<file path="config.mk">
export PLATFORM = sky130hd
export DESIGN_NAME = generador_pasos
export DESIGN_NICKNAME = d
export VERILOG_FILES = /design/src/rtl/generador_pasos.sv
export SDC_FILE = /design/constraint.sdc
export NUM_CORES = 1
export LEC_CHECK = 0
export ABC_CLOCK_PERIOD_IN_PS = 2950
export CAP_MARGIN = 20
export CELL_PAD_IN_SITES_DETAIL_PLACEMENT = 0
export CELL_PAD_IN_SITES_GLOBAL_PLACEMENT = 1
export CORE_MARGIN = 5
export CORE_UTILIZATION = 45
export CTS_BUF_LIST = sky130_fd_sc_hd__clkbuf_8
export DETAILED_ROUTE_END_ITERATION = 7
export DONT_BUFFER_PORTS = 1
export PLACE_DENSITY = 0.72
export SETUP_SLACK_MARGIN = 0.05
export SYNTH_ARGS = -nofsm -noshare
export SYNTH_HDL_FRONTEND = slang
export SYNTH_SLANG_ARGS = --single-unit
</file>
<file path="constraint.sdc">
create_clock -name clk -period 2.95 [get_ports clk]
set_input_delay 0.295 -clock clk [delete_from_list [all_inputs] [get_ports clk]]
set_output_delay 0.295 -clock clk [all_outputs]
set_load 0.01 [all_outputs]
</file>
<file path="src/rtl/generador_pasos.sv">
// Step-sequence generator: emits a paced train of single-cycle nxt pulses with a fixed dir
// so that an attached up/down counter walks from its current value to a requested target.
module generador_pasos #(
   parameter int WIDTH     = 4,
   parameter int DIV_WIDTH = 8
) (
   input  logic                 clk,
   input  logic                 rst,
   input  logic                 load,
   input  logic                 stop,
   input  logic [WIDTH-1:0]     target,
   input  logic [DIV_WIDTH-1:0] period,
   output logic                 nxt,
   output logic                 dir,
   output logic                 enable,
   output logic [WIDTH-1:0]     posicion,
   output logic                 busy,
   output logic                 done
);

   typedef enum logic [1:0] {
      IDLE  = 2'd0,
      SETUP = 2'd1,
      PULSE = 2'd2,
      GAP   = 2'd3
   } state_t;

   state_t               state_reg, state_next;
   logic [WIDTH-1:0]     tgt_r, tgt_next;
   logic [DIV_WIDTH-1:0] per_r, per_next;
   logic [DIV_WIDTH-1:0] gap_reg, gap_next;
   logic [WIDTH-1:0]     pos_reg, pos_next;
   logic                 stop_lat_reg, stop_lat_next;
   logic                 nxt_reg, nxt_next;
   logic                 dir_reg, dir_next;
   logic                 enable_reg, enable_next;
   logic                 busy_reg, busy_next;
   logic                 done_reg, done_next;

   // stop_seen includes a stop arriving in the very last gap cycle, before it is latched
   logic stop_seen;
   assign stop_seen = stop_lat_reg | stop;

   always_ff @(posedge clk or posedge rst) begin
      if (rst) begin
         state_reg    <= IDLE;
         tgt_r        <= '0;
         per_r        <= '0;
         gap_reg      <= '0;
         pos_reg      <= '0;
         stop_lat_reg <= 1'b0;
         nxt_reg      <= 1'b0;
         dir_reg      <= 1'b0;
         enable_reg   <= 1'b0;
         busy_reg     <= 1'b0;
         done_reg     <= 1'b0;
      end else begin
         state_reg    <= state_next;
         tgt_r        <= tgt_next;
         per_r        <= per_next;
         gap_reg      <= gap_next;
         pos_reg      <= pos_next;
         stop_lat_reg <= stop_lat_next;
         nxt_reg      <= nxt_next;
         dir_reg      <= dir_next;
         enable_reg   <= enable_next;
         busy_reg     <= busy_next;
         done_reg     <= done_next;
      end
   end

   always_comb begin
      state_next    = state_reg;
      tgt_next      = tgt_r;
      per_next      = per_r;
      gap_next      = gap_reg;
      pos_next      = pos_reg;
      stop_lat_next = stop_lat_reg;
      nxt_next      = 1'b0;
      dir_next      = dir_reg;
      enable_next   = enable_reg;
      busy_next     = busy_reg;
      done_next     = 1'b0;

      unique case (state_reg)
         IDLE: begin
            stop_lat_next = 1'b0;
            if (load) begin
               tgt_next = target;
               per_next = (period == '0) ? DIV_WIDTH'(1) : period;
               if (target == pos_reg) begin
                  done_next = 1'b1;
               end else begin
                  dir_next    = (target > pos_reg);
                  enable_next = 1'b1;
                  busy_next   = 1'b1;
                  state_next  = SETUP;
               end
            end
         end

         SETUP: begin
            stop_lat_next = stop_seen;
            nxt_next      = 1'b1;
            state_next    = PULSE;
         end

         PULSE: begin
            stop_lat_next = stop_seen;
            pos_next      = dir_reg ? (pos_reg + WIDTH'(1)) : (pos_reg - WIDTH'(1));
            gap_next      = per_r;
            state_next    = GAP;
         end

         GAP: begin
            stop_lat_next = stop_seen;
            if (gap_reg <= DIV_WIDTH'(1)) begin
               if ((pos_reg == tgt_r) || stop_seen) begin
                  done_next     = 1'b1;
                  busy_next     = 1'b0;
                  enable_next   = 1'b0;
                  stop_lat_next = 1'b0;
                  state_next    = IDLE;
               end else begin
                  nxt_next   = 1'b1;
                  state_next = PULSE;
               end
            end else begin
               gap_next = gap_reg - DIV_WIDTH'(1);
            end
         end

         default: state_next = IDLE;
      endcase
   end

   assign nxt      = nxt_reg;
   assign dir      = dir_reg;
   assign enable   = enable_reg;
   assign posicion = pos_reg;
   assign busy     = busy_reg;
   assign done     = done_reg;

endmodule

</file>
**Run 1: nets reached from selected ports**

Bar = 20 µm.
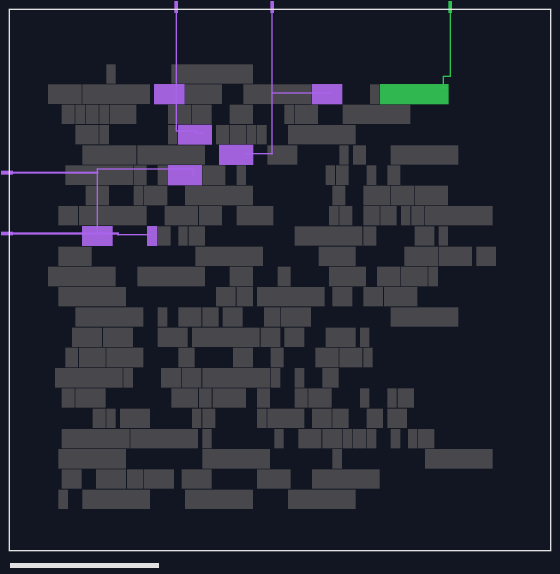
target -> purple  # bits 4, direction input, edge 2 west, 2 north, end cells 7, buffers 0, wire 103 µm
done -> green  # bits 1, direction output, edge north, end cells 1, buffers 0, wire 11.6 µm
port buffer count: 0
io pins: 25

**Run 1: the metal 2 layer**

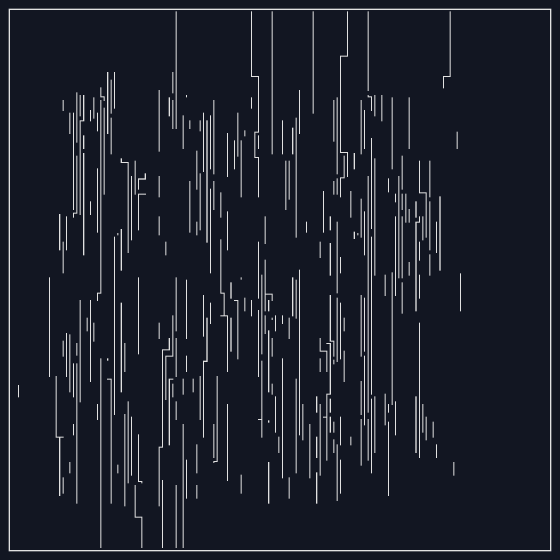
longest straight run = 31.6 µm
wire length on this layer = 1670 µm
main direction = vertical
met2 usage: 0.241
DR vias: 1252
Total Wirelength: 3660 µm

==> run_results.csv, run 1 <==
group,metric,value,unit
run_status,status,"complete, no violations",
placed_design,gp_congestion,0.841,
critical_path,crit_path_end_kind,"flop",
logic_synthesis,fp_nets,202,
logic_synthesis,ys_top_logic_family,"simple AND/OR/NAND/NOR gates",
logic_synthesis,yosys-stat-area,1760,µm²
logic_synthesis,common_cells,"31 x dfrtp_1, 15 x inv_1, 14 x nor2_1, 12 x ha_1, 11 x nand2_1",
flow_run,max_cap_violations,0,
clock_network,cts_tree,"done",
floorplan,num_rows,22,
sta,setup-tns-final,0,ps
logic_synthesis,synth-edff-count,0,
logic_synthesis,ys_cells,173,
power_and_ir_drop,power.group.top,"combinational logic",
min_path,hp-start,"load",
flow_run,warnings,30,
placed_design,place_ws,823,ps
critical_path,slowest_stage,"dfrtp_1",
layout,drive_above_1_share,0.134,
critical_path,start_kind,"flop",
sta,hold_viol_final,0,
detailed_routing,dr.max_layer_used,"met4",
power_and_ir_drop,power.leakage,0.867,nW
layout,comb_share,0.463,
floorplan,dieHeight,72.5,µm
global_routing,antenna_found_initial,0,
logic_synthesis,ys_types,45,
sta,timing.hold.ws,151,ps
critical_path,cp_max_fo,5,
sta,period_used_share,0.719,
sta,timing.fmax,471,MHz
logic_synthesis,yosysTopAreaCellShare,0.441,
global_routing,grt-ovfl-total,0,
sta,worstMarginPinSlew,652,ps
logic_synthesis,ys_sh_simple,0.147,
clock_network,clk_pin_slew_worst_paths,70,ps
logic_synthesis,yosys-mux-area-fraction,0.0754,
logic_synthesis,ys_warn_count,0,
critical_path,crit_buf_inv,1,
logic_synthesis,netlist_area,1760,µm²
clock_network,clkSinkCount,31,
logic_synthesis,ys_sh_xor,0.0498,
critical_path,rr_endpoint,"busy$_DFFE_PP0P_",
layout,layout_top_cells,"31 x dfrtp_1, 15 x inv_1, 14 x nor2_1",
detailed_routing,drt_iter0_markers,80,
global_routing,grt_pass1_vias,1307,
sta,finalWorstSetupSlack,829,ps
global_routing,grt.total_usage,0.154,
detailed_routing,drc_errors,0,
placed_design,placed_area,1810,µm²
critical_path,path_depth,6,
power_and_ir_drop,switching_share,0.400,
critical_path,worst-r2r-cell-count,6,
sta,period_minus_slack,2120,ps
critical_path,critPathKind,"flop to flop",
layout,largest_cell_class,"logic gates",
layout,area_growth,10.5,%
detailed_routing,dr.pass1.iters,4,
clock_network,cts_htree_levels,2,
clock_network,ctsResizeCount,0,
min_path,holdPathStages,2,
power_and_ir_drop,total_power,0.00236,W
global_routing,grt_max_degree,32,
floorplan,core,3720,µm²
layout,signal_buffers,4,
power_and_ir_drop,seqPwrFrac,0.369,
layout,layout_top_cell,"dfrtp_1",
critical_path,regToRegStartpoint,"posicion[1]$_DFFE_PP0P_",
floorplan,num_tap_cells,48,
detailed_routing,drtAntennaViolNets,0,
power_and_ir_drop,p_per_area,1220,nW/µm²
logic_synthesis,yosysMostFrequentCell,"dfrtp_1",
layout,diodes,0,
sta,clock_skew,9.48,ps
logic_synthesis,yosys.area_share.aoi,0.143,
power_and_ir_drop,powerSeq,0.000873,W
layout,fillers,352,
sta,slew_viol_final,0,
layout,logic_area,900,µm²
critical_path,cp_cell_sequence,"inv_1 > ha_1 > and4_1 > o21ai_0 > or4b_1 > a22o_1",
critical_path,max_stage_delay,490,ps
logic_synthesis,ys.flops,31,
logic_synthesis,ys_sh_adder,0.0968,
placed_design,dp_hpwl,2680,µm
power_and_ir_drop,p_comb,0.00105,W
**Run 1: congestion heat map**

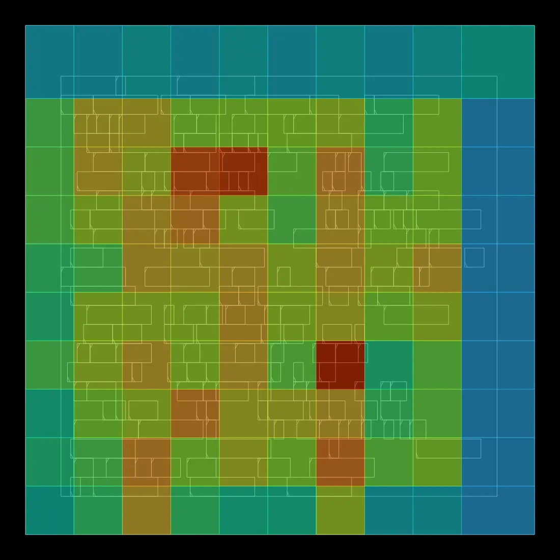
busiest grt layer: met2
met1 Use GR: 0.187
wire per inst: 16.1 µm
met3 Usage GRT: 0.0693

**Run 1: met3 routing**

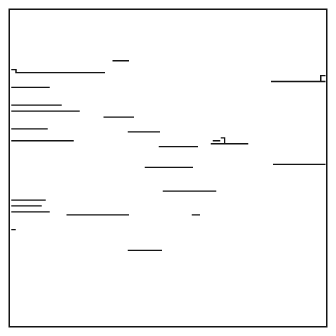
share of all routed wire = 5.8%
longest straight run = 20.2 µm
nets with wire on the layer = 17
main direction = horizontal
wire length on this layer = 213 µm

**Run 1: M1 wires**

Bar = 20 µm.
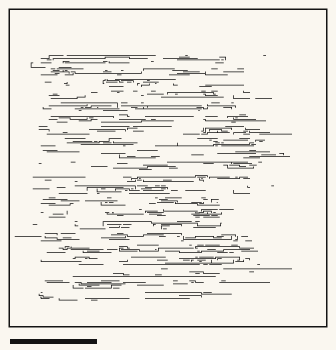

--- run 2 (diff from run 1) ---
--- a/config.mk
+++ b/config.mk
@@ -5,7 +5,7 @@
 export SDC_FILE = /design/constraint.sdc
 export NUM_CORES = 1
 export LEC_CHECK = 0
-export ABC_CLOCK_PERIOD_IN_PS = 2950
+export ABC_CLOCK_PERIOD_IN_PS = 1900
 export CAP_MARGIN = 20
 export CELL_PAD_IN_SITES_DETAIL_PLACEMENT = 0
 export CELL_PAD_IN_SITES_GLOBAL_PLACEMENT = 1
@@ -14,7 +14,7 @@
 export CTS_BUF_LIST = sky130_fd_sc_hd__clkbuf_8
 export DETAILED_ROUTE_END_ITERATION = 7
 export DONT_BUFFER_PORTS = 1
-export PLACE_DENSITY = 0.72
+export PLACE_DENSITY = 0.75
 export SETUP_SLACK_MARGIN = 0.05
 export SYNTH_ARGS = -nofsm -noshare
 export SYNTH_HDL_FRONTEND = slang
==> constraint.sdc (replaced) <==
create_clock -name clk -period 1.9 [get_ports clk]
set_input_delay 0.19 -clock clk [delete_from_list [all_inputs] [get_ports clk]]
set_output_delay 0.19 -clock clk [all_outputs]
set_load 0.01 [all_outputs]
**Run 2: M1 wires**

Bar = 20 µm.
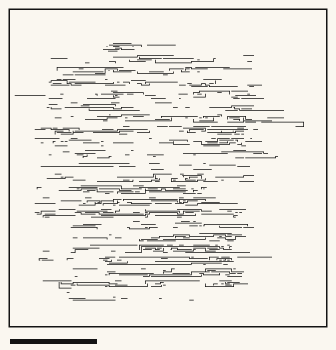
share of all routed wire = 47%
longest straight run = 19.3 µm
Total Wirelength: 3800 µm
DR vias: 1350
met1 Use GR: 0.203

==> run_results.csv, run 2 <==
group,metric,value,unit
run_status,status,"complete, no violations",
global_routing,grt_max_degree,32,
placed_design,placed_area,2010,µm²
global_routing,grt_pass1_vias,1371,
critical_path,crit_path_end_kind,"flop",
layout,fillers,338,
sta,slew_viol_final,0,
logic_synthesis,yosys-stat-area,1760,µm²
floorplan,num_tap_cells,48,
layout,drive_above_1_share,0.271,
logic_synthesis,common_cells,"31 x dfrtp_1, 15 x inv_1, 14 x nor2_1, 12 x ha_1, 11 x nand2_1",
sta,worstMarginPinSlew,427,ps
clock_network,ctsResizeCount,0,
power_and_ir_drop,switching_share,0.397,
sta,clock_skew,6.39,ps
min_path,hp-start,"period[2]",
sta,hold_viol_final,0,
floorplan,dieHeight,72.5,µm
layout,layout_top_cell,"buf_4",
power_and_ir_drop,power.leakage,0.980,nW
critical_path,crit_buf_inv,2,
critical_path,worst-r2r-cell-count,6,
power_and_ir_drop,p_per_area,1850,nW/µm²
logic_synthesis,yosys.area_share.aoi,0.143,
critical_path,regToRegStartpoint,"gap_reg[7]$_DFFE_PP0P_",
flow_run,max_cap_violations,0,
placed_design,place_ws,17.2,ps
critical_path,critPathKind,"flop to flop",
placed_design,dp_hpwl,2910,µm
logic_synthesis,yosysTopAreaCellShare,0.441,
layout,largest_cell_class,"logic gates",
power_and_ir_drop,p_comb,0.00221,W
logic_synthesis,ys.flops,31,
sta,timing.fmax,537,MHz
critical_path,path_depth,6,
power_and_ir_drop,powerSeq,0.00123,W
detailed_routing,avgRoutedWirePerCell,14.9,µm
clock_network,clk_pin_slew_worst_paths,70,ps
logic_synthesis,netlist_area,1760,µm²
logic_synthesis,yosysMostFrequentCell,"dfrtp_1",
layout,layout_top_cells,"31 x buf_4, 30 x dfrtp_1, 15 x inv_1",
min_path,holdPathStages,1,
logic_synthesis,ys_sh_simple,0.147,
logic_synthesis,ys_cells,173,
logic_synthesis,yosys-mux-area-fraction,0.0754,
sta,setup-tns-final,0,ps
global_routing,antenna_found_initial,0,
floorplan,core,3720,µm²
logic_synthesis,ys_top_logic_family,"simple AND/OR/NAND/NOR gates",
floorplan,ioPinCount,25,
logic_synthesis,ys_sh_adder,0.0968,
critical_path,slowest_stage,"o41a_1",
critical_path,max_stage_delay,500,ps
global_routing,grt.total_usage,0.156,
clock_network,cts_tree,"done",
logic_synthesis,fp_nets,202,
logic_synthesis,ys_warn_count,0,
detailed_routing,drtAntennaViolNets,0,
placed_design,gp_congestion,0.834,
logic_synthesis,synth-edff-count,0,
sta,period_minus_slack,1860,ps
clock_network,cts_htree_levels,2,
logic_synthesis,ys_types,45,
global_routing,top_usage_layer,"met2",
critical_path,cp_max_fo,6,
detailed_routing,drt_iter0_markers,72,
detailed_routing,drc_errors,0,
critical_path,cp_cell_sequence,"or3_4 > buf_4 > o41a_1 > buf_4 > nor2_1 > a211oi_1",
**Run 2: met3 routing**

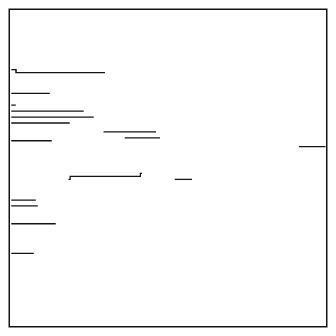
share of all routed wire = 4.2%
longest straight run = 20.2 µm
wire length on this layer = 161 µm
nets with wire on the layer = 14
main direction = horizontal
met3 Usage GRT: 0.0526

**Run 2: congestion heat map**

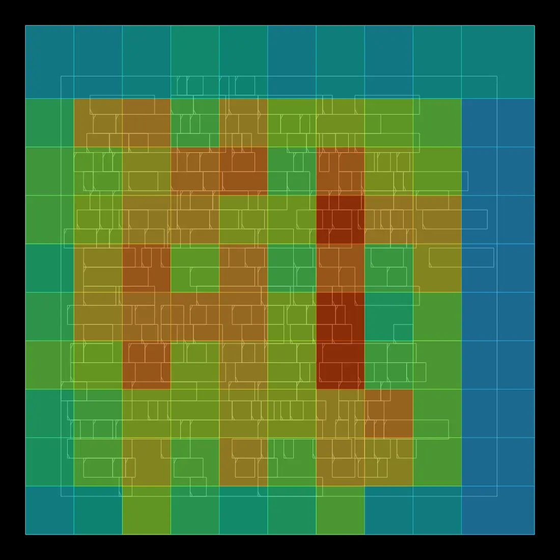

--- run 3 (diff from run 2) ---
--- a/config.mk
+++ b/config.mk
@@ -7,14 +7,15 @@
 export LEC_CHECK = 0
 export ABC_CLOCK_PERIOD_IN_PS = 1900
 export CAP_MARGIN = 20
-export CELL_PAD_IN_SITES_DETAIL_PLACEMENT = 0
-export CELL_PAD_IN_SITES_GLOBAL_PLACEMENT = 1
+export CELL_PAD_IN_SITES_DETAIL_PLACEMENT = 1
+export CELL_PAD_IN_SITES_GLOBAL_PLACEMENT = 2
 export CORE_MARGIN = 5
-export CORE_UTILIZATION = 45
+export CORE_UTILIZATION = 37
 export CTS_BUF_LIST = sky130_fd_sc_hd__clkbuf_8
 export DETAILED_ROUTE_END_ITERATION = 7
 export DONT_BUFFER_PORTS = 1
 export PLACE_DENSITY = 0.75
+export REMOVE_ABC_BUFFERS = 1
 export SETUP_SLACK_MARGIN = 0.05
 export SYNTH_ARGS = -nofsm -noshare
 export SYNTH_HDL_FRONTEND = slang
**Run 3: congestion heat map**

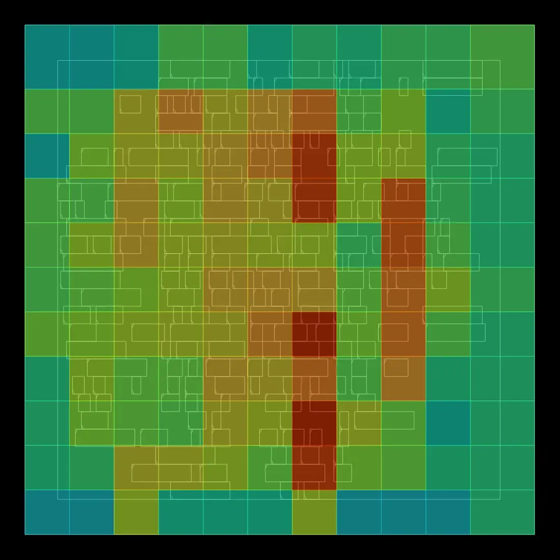
Total GRT Usage: 0.163
wire per inst: 17.7 µm
met3 Usage GRT: 0.0442
fin util: 0.473

==> run_results.csv, run 3 <==
group,metric,value,unit
sta,clock_skew,6.11,ps
global_routing,top_usage_layer,"met2",
sta,timing.hold.ws,51.0,ps
critical_path,crit_buf_inv,1,
run_status,status,"complete, no violations",
detailed_routing,dr.pass1.iters,4,
layout,logic_area,931,µm²
logic_synthesis,ys_warn_count,0,
power_and_ir_drop,powerSeq,0.00124,W
logic_synthesis,common_cells,"31 x dfrtp_1, 15 x inv_1, 14 x nor2_1, 12 x ha_1, 11 x nand2_1",
power_and_ir_drop,power.leakage,1.01,nW
global_routing,gr-usage-met2,0.278,
logic_synthesis,yosys-mux-area-fraction,0.0754,
sta,timing.fmax,527,MHz
global_routing,grt_use_met1,0.193,
layout,drive_above_1_share,0.314,
detailed_routing,vias,1407,
min_path,hp-start,"target[1]",
clock_network,clkSinkCount,31,
floorplan,num_rows,25,
logic_synthesis,yosys-stat-area,1760,µm²
sta,hold_viol_final,0,
critical_path,regToRegStartpoint,"gap_reg[3]$_DFFE_PP0P_",
layout,largest_cell_class,"logic gates",
power_and_ir_drop,p_comb,0.00242,W
global_routing,grt_max_degree,32,
floorplan,dieHeight,78.9,µm
detailed_routing,drt_iter0_markers,45,
critical_path,start_kind,"flop",
placed_design,place_ws,1.75,ps
logic_synthesis,ys_sh_simple,0.147,
critical_path,cp_cell_sequence,"or3_4 > buf_6 > o41a_1 > a21boi_2 > a2bb2oi_2",
sta,period_minus_slack,1900,ps
logic_synthesis,ys_sh_xor,0.0498,
clock_network,cts_htree_levels,2,
floorplan,chip_area,6230,µm²
clock_network,ctsResizeCount,3,
detailed_routing,wl,4670,µm
sta,period_used_share,0.999,
power_and_ir_drop,total_power,0.00425,W
logic_synthesis,ys_cells,173,
min_path,hp-class,"primary input to flop",
power_and_ir_drop,power.group.top,"combinational logic",
flow_run,warnings,31,
critical_path,slowest_stage,"o41a_1",
placed_design,port_buffers,0,
sta,slew_viol_final,0,
logic_synthesis,ys.flops,31,
logic_synthesis,netlist_area,1760,µm²
critical_path,critPathKind,"flop to flop",
placed_design,placed_area,2010,µm²
floorplan,num_tap_cells,54,
layout,clk_share,0.0471,
clock_network,cts_tree,"done",
detailed_routing,dr.max_layer_used,"met4",
power_and_ir_drop,seqPwrFrac,0.292,
layout,diodes,0,
clock_network,clk_pin_slew_worst_paths,70,ps
logic_synthesis,ys_types,45,
global_routing,grt_pass1_vias,1577,
critical_path,crit_path_end_kind,"flop",
global_routing,antenna_found_initial,0,
layout,comb_share,0.422,
detailed_routing,drc_errors,0,
critical_path,max_stage_delay,530,ps
sta,worstMarginPinSlew,430,ps
sta,setup-tns-final,0,ps
flow_run,max_cap_violations,0,
layout,layout_top_cells,"33 x buf_4, 31 x dfrtp_1, 13 x inv_1",
layout,area_growth,25.3,%
logic_synthesis,yosys.area_share.aoi,0.143,
layout,layout_top_cell,"buf_4",
logic_synthesis,yosysTopAreaCellShare,0.441,
floorplan,core,4660,µm²
placed_design,gp_congestion,0.810,
critical_path,path_depth,5,
placed_design,dp_hpwl,3440,µm
power_and_ir_drop,p_per_area,1930,nW/µm²
floorplan,ioPinCount,25,
**Run 3: nets reached from selected ports**

Bar = 20 µm.
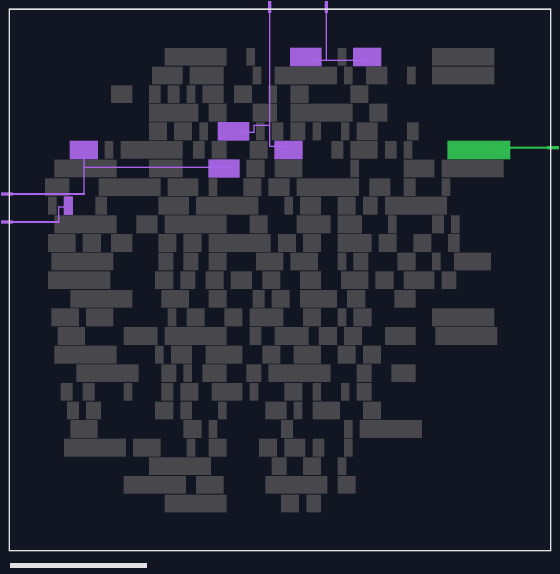
target -> purple  # bits 4, direction input, edge 2 west, 2 north, end cells 7, buffers 0, wire 91.2 µm
done -> green  # bits 1, direction output, edge east, end cells 1, buffers 0, wire 6.30 µm

